Design mmul_host_if, sky130hd; sources not shown.
**Run 1: selected gate families**

Scale: 2 px per µm.
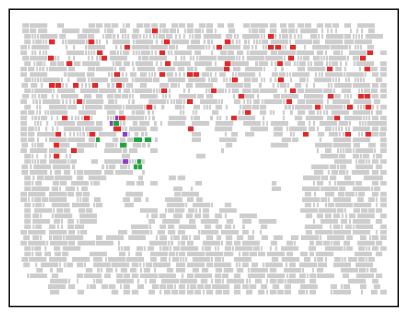
purple -> aoi and oai cells  # cells 4
red -> non-inverting ao/oa cells  # cells 66
green -> and/or cells  # cells 8
Comb/total area: 25.0%
non-filler cells, final: 1895
most common logic cell in the routed design: nand2_1

**Run 1: cell classes on the final placement**

Scale: 2 px per µm. Fill, decap, tap and diode cells in grey.
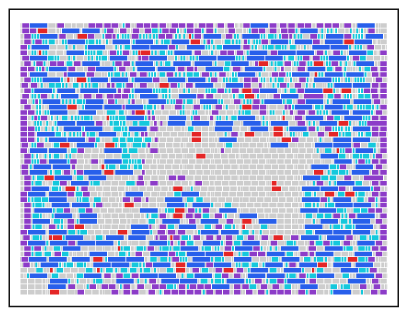
purple -> remaining buffers and delay cells  # cells 440, share of their area 27%
red -> clock drivers and dummy loads  # cells 68, share of their area 4.9%
blue -> sequential cells  # cells 264, share of their area 42%
cyan -> remaining logic cells  # cells 784, share of their area 27%
core area: 25000 µm²
share of cell area taken by flip-flops and latches: 40.5%
Core Util, Final: 65.3%

**Run 1: metal 3**

Scale: 2 px per µm.
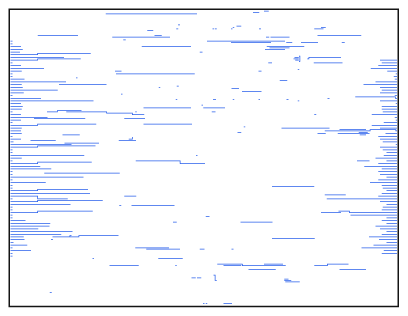
wire length on this layer = 2750 µm
nets with wire on the layer = 216
longest straight run = 45.3 µm
met3 routing resource usage after global routing: 6.47%
detailed-route via count: 9507
total length of routed wires: 35.2 mm

**Run 1: cells by drive strength**

Scale: 2 px per µm.
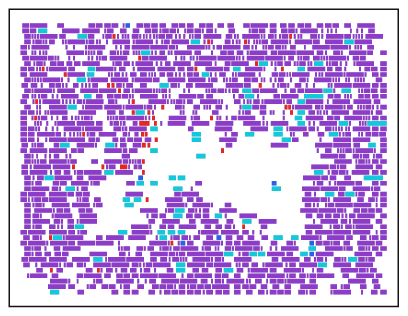
red -> x2  # cells 45, most used buf_2
blue -> x3 and x4  # cells 7, most used buf_4
cyan -> x6 and larger  # cells 83, most used clkbuf_8
purple -> x1 and smaller  # cells 1421, most used nand2_1
final std cell area, no fill: 16300 µm²
final worst slack: 5770 ps

==> summary.txt, run 1 <==
Implementation results

The master of the slowest instance on the critical path is clkdlybuf4s50_1. Per the post-synthesis stats, the area per cell is 10.1 µm². The sequential cell fraction of total power is 31.0%. In the global route stage, met1 resource usage came out at 32.2%. The number of pins exceeding their max-slew limit in the final report is 0. The leakage dissipation is about 7.8 nW. TritonCTS built the clock tree. According to the floorplan log, the row count is 50. The via count of the first global-routing pass is 10000. The async set-reset flop share out of synthesis is 100%. The highest supply drop recorded on VDD is 0.000194 V. The register with the most flip-flops in the layout has 128 of them. The post-synth tally of flip-flops with integrated enable is 0.

The H-tree was split into 2 levels. The data arrival at the endpoint of the critical path is 3070 ps. The slew at the pin closest to its max-slew limit is 608 ps.

By instance count after routing, the leading logic cell types are nand2_1, clkdlybuf4s50_1, dfrtp_1. The number of iterations in the first detailed-routing pass is 4. For the worst setup path, the data required time is 8840 ps. In the detailed route, the total length drawn on met2 is around 16 mm. The most frequent cell after synthesis is nand2_1. The number of nets with antenna violations after routing is 0. The number of tap instances is 338. The type of element launching the critical path is a register. The count of buffers inserted at the top-level ports is 361. Using the TritonRoute via totals, the vias-per-cell ratio works out to 5.02. Entering global routing, the biggest net connects 91 pins. All stages included, the depth of the critical timing path comes to 7.

Sequential cells placed in the final layout were counted as 264. The top logic cell family in the synthesized netlist is simple AND/OR/NAND/NOR gates. The top-area cell type share of the netlist area is 58.0%. The dominant delay contributor by cell family on the critical path is buffers and inverters. The number of antenna violations at the first check in global routing is 1.

The horizontal die size is 194 µm. The routed length per placed instance is 18.6 µm. Net switching is 47.9% of the power. The number of hold-repair buffers added at the cts stage is 0.

The clock buffer count in the final layout is 51. The starting density of the core is 45.7%. In the synthesized netlist, the number of instances is 1124. The yosys-reported design area after synthesis is 11400 µm². The minimum hold slack is 476 ps. The post-route report lists met1 wire length as 15.1 mm.

The filler cells instantiated in the layout total 1939. The met2 track demand over resource is 38.1%. The power per cell area is 338 nW/µm². The detailed-placement wirelength estimate is 26.3 mm.

The main area contributors are dfrtp_1, nand2_1, mux2i_1. The remaining global-route overflow is 0. Per the detail_route log, the uppermost layer with routed signals is met4. The area of the multi-input gates is 4080 µm². Post-CTS timing repair inserted 0 buffers for setup.

Endpoints failing hold in the final report were tallied at 0. The peak per-stage delay on the critical path is 840 ps. The CTS buffer count is 42. After layout, the buffer instance count without clock buffers stands at 440. The non-clock buffering overhead in the final layout is 26.1%. Leaving out the clock tree, the finished layout contains an inverter count of 39. The critical path start-end classification is reg -> out. After detailed routing, the met3 layer carries 2.75 mm of wire. The number of buffers and inverters on the critical path is 4.

around 750 cells are multi-input combinational gates. Setup repair after global routing left no endpoint under its margin. The cell area that synthesis handed to floorplanning was between 10000 and 15000 µm².

The number of warnings reported in the stage logs is 29. The run finished with clean final reports. The clock-cell share of area is roughly 4.8%. The leading register cell type out of synthesis is dfrtp_1. The cell type that accounts for the most area after synthesis is dfrtp_1. The switching power of the nets is 2.64 mW. The XOR/XNOR share of the synthesized area is less than 1%. The total chip power is 5.50 mW.

Per the placement report, the placed cell count is 1826. The synthesis run shows the most used standard cells to be nand2_1, dfrtp_1, mux2i_1. In the power breakdown, the internal column shows 2.87 mW. Traced cell by cell, the critical path runs through buf_2, nand2b_1, nor2_1, buf_2, buf_2, a22o_1, clkdlybuf4s50_1. The number of DRC violations after detailed routing is 0. The part of the power in the clock network is between 10% and 20%. The vertical die size is 148 µm. Of all nets on the critical path, the largest fanout is 10.

The first global-routing pass estimated 55.6 mm of wire. Per the run report, area growth between synthesis and finish was 43.0%. In this run, the combinational gates consume a little over half of the power. The clock latency reported for the late side of the worst-skew pair is 540 ps.

The number of primary I/O pins is 363. For the worst flop-to-flop path, the logic depth is 5. The final layout reports a setup TNS of 0 ps.

The number of warnings reported in the yosys synthesis log is 0. In the final design, more cell area goes to registers than to any other class. The number of nets in the finished design is ~1700. The register cell area after layout is 6610 µm². Counting every net in the synthesized netlist gives 1295. The type of the worst min-delay path is reg -> reg. The highest clock frequency the design can meet is 189 MHz. The worst hold path depth is 2. The report lists the number of cells resized after CTS as 0. The max-slew check reports its worst relative slack as 59.5%. Sequential elements use 58.0% of the synthesized area. The placement summary gives the final routability congestion estimate as 0.875. The flip-flop and latch count after synthesis is 264. In this run the register-to-register setup slack is 9140 ps. After layout, the minimum clock period comes to between 5000 and 6000 ps. The cell count listed in synth_stat.txt is 1124.
run 1: power by group through the flow:
stage | logic [mW] | clock network, mW | registers [mW]
after floorplan | 1.24 | 0 | 2.42
after global placement | 2.96 | 0 | 1.69
after detailed placement | 3.02 | 0 | 1.71
after CTS | 3.03 | 0.805 | 1.70
after global routing | 3.18 | 0.855 | 1.76
final | 3.01 | 0.786 | 1.71
run 1: metrics by stage:
stage                     utilization, %  area, µm²
after floorplan                        -      11400
after global placement              61.8      15400
after detailed placement            62.2      15500
after CTS                           65.3      16300
after global routing                65.3      16300
final                               65.3      16300
run 1: worst register-to-register path: cells and delay by family (launching register included):
family	cells	cell delay, ps
flip-flops	1	380
buffers and inverters	2	600
AND/OR/NAND/NOR	2	560
multiplexers	1	280
**Run 1: congestion heat map**

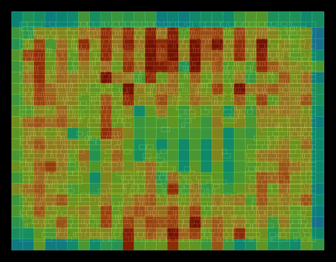

## Run 2: what changed since run 1
--- a/config.mk
+++ b/config.mk
@@ -8,7 +8,7 @@
 export CAP_MARGIN = 40
 export CORE_ASPECT_RATIO = 0.75
 export CORE_MARGIN = 5
-export CORE_UTILIZATION = 45
+export CORE_UTILIZATION = 43
 export CTS_BUF_LIST = sky130_fd_sc_hd__clkbuf_8
 export DETAILED_ROUTE_END_ITERATION = 16
 export GPL_TIMING_DRIVEN = 0
==> constraint.sdc (replaced) <==
create_clock -name clk -period 4.29 [get_ports clk]
set_input_delay 0.858 -clock clk [delete_from_list [all_inputs] [get_ports clk]]
set_output_delay 0.858 -clock clk [all_outputs]
set_load 0.05 [all_outputs]
**Run 2: congestion heat map**

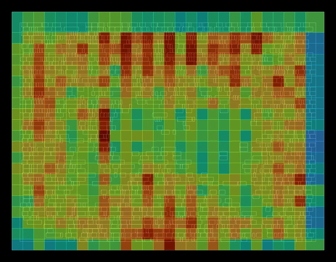
Core Util, Final: 63.1%
met2 track demand over resource in global routing: 36.1%
Most Used Layer, Global Route: met2
global routing usage summed across all routing layers: 23.3%

==> run 2 against run 1 <==
Against the previous run:
- critical path depth is the same
- sequential power rose to 2.6 times the previous value
- combinational power went up to 2.6 times the previous value
- final area grew 0.84%
- sequential cell count unchanged
- die size up 4.4%
- worst setup slack got worse by 5400 ps
- register-to-register slack worse by 6800 ps
==> summary.txt, run 2 <==
Implementation results

The highest clock frequency the design can meet is 253 MHz. The total combinational power is 7.78 mW (was 3.01 mW). The part of the power in the clock network is 15.1% (was 14.3%). The global routing met1 resource utilization came to 32.6% (was 32.2%). The largest fanout on the critical path was 10 (unchanged). Result of the run: completed (unchanged). The yosys-reported design area after synthesis is 11400 µm² (unchanged). The global placement routability congestion is 0.919 (was 0.875).

The cell count after synthesis is 1124 (unchanged). The number of non-clock inverters is 39 (unchanged). The number of buffers and inverters on the critical path is 4 (unchanged). The number of nets with antenna violations after routing was 0 (unchanged). The fraction of area in registers is 40.2% (was 40.5%).

The peak per-stage delay on the critical path is 820 ps (was 840 ps). The count of instances resized after the clock tree is built was 0 (unchanged). The core area is 26000 µm² (was 25000 µm²). The type of element launching the critical path is a register (unchanged). The peak supply drop is 0.000626 V (was 0.000194 V). The number of hold-repair buffers added at the cts stage is 0 (unchanged). The post-synth tally of flip-flops with integrated enable came to 0 (unchanged). The layout sequential cell count came to 264 (unchanged). The final hold violation count was 0 (unchanged). The number of primary I/O pins is 363 (unchanged). The number of antenna violations at the first check in global routing is 1 (unchanged). The remaining global-route overflow is 0 (unchanged). The clock buffer count in the final layout is 53 (was 51). The wire length of the first global-routing pass is 55.2 mm (was 55.6 mm). The number of tap instances came to 344 (was 338). The setup TNS came to 0 ps (unchanged). The most frequent cell after synthesis is nand2_1 (unchanged). The detailed-placement wirelength estimate was 26.7 mm (was 26.3 mm). The uppermost metal layer occupied by signal nets was met4 (unchanged). The clock period could shrink to 3950 ps. The slew at the pin closest to its max-slew limit is 654 ps (was 608 ps). The XOR/XNOR share of the synthesized area is 0.0768% (unchanged).

The area growth from synthesis to final layout is 44.2% (was 43.0%). The number of warnings reported in the yosys synthesis log was 0 (unchanged). The CTS tree is done (unchanged).

The number of vias per cell after detailed routing is 5.01 (was 5.02). Critical path cell sequence: buf_2, nand2b_1, nor2_1, buf_2, buf_2, a22o_1, clkdlybuf4s50_1 (unchanged). The vertical die size came to 151 µm (was 148 µm). The clock latency reported for the late side of the worst-skew pair is 540 ps (about the same).

The post-layout instance area is 16400 µm² (was 16300 µm²). Top library cells by usage in the layout, fill and taps aside: nand2_1, clkdlybuf4s50_1, dfrtp_1 (unchanged). The power per cell area is 872 nW/µm² (was 338 nW/µm²).

The cell count listed in synth_stat.txt was 1124 (unchanged). The power in sequential cells is 4.39 mW (was 1.71 mW). The starting density of the core is 43.8% (was 45.7%). The standard cell area after detailed placement is 15600 µm² (was 15500 µm²). The top logic cell family in the synthesized netlist is simple AND/OR/NAND/NOR gates (unchanged).

The dominant delay contributor by cell family on the critical path was buffers and inverters (unchanged). The top-area cell type share of the netlist area came to 58.0% (unchanged). The total via count after detailed routing is 9555 (was 9507).

The worst hold path depth is 2 (unchanged). The number of DRC violations after detailed routing came to 0 (unchanged). The cell class ranked first by area is registers (unchanged).

The number of logged tool warnings is 30 (was 29). The number of pins exceeding their max-slew limit in the final report is 0 (unchanged). The sequential cell fraction of total power is 30.7% (was 31.0%). The total wirelength of the detailed-routed design is 35.7 mm (was 35.2 mm). The portion of total power attributed to combinational logic is 54.3% (was 54.7%).

The master of the slowest instance on the critical path is clkdlybuf4s50_1 (unchanged). The via count of the first global-routing pass is 9963 (was 10000). Unrepaired setup endpoints after global routing: no (unchanged). The count of buffers inserted at the top-level ports is 361 (unchanged).
==> run 2: cell types whose count changed in the layout (fill, tap and decap cells not counted) <==
cell	change
bufinv_16	+1
inv_8	-1
clkinv_2	+1
buf_16	-3
clkbuf_8	+2
buf_12	+8
==> run 2: worst reg2reg max path: cells and delay by family (launching register included) <==
family,cells,cell delay [ps]
multiplexers,1,260
buffers and inverters,2,620
flip-flops,1,380
AND/OR/NAND/NOR,2,580
==> run 2: through the flow <==
stage | worst slack, ps | hold slack (ps) | std cells
2_1_floorplan | -51.5 | 445 | 1124
3_3_place_gp | -1970 | 458 | 1829
3_5_place_dp | 912 | 463 | 1837
4_1_cts | 312 | 478 | 1908
5_1_grt | 185 | 483 | 1909
6_report | 336 | 472 | 1909
No activity file was given, so power comes from the tool's default toggle rates.
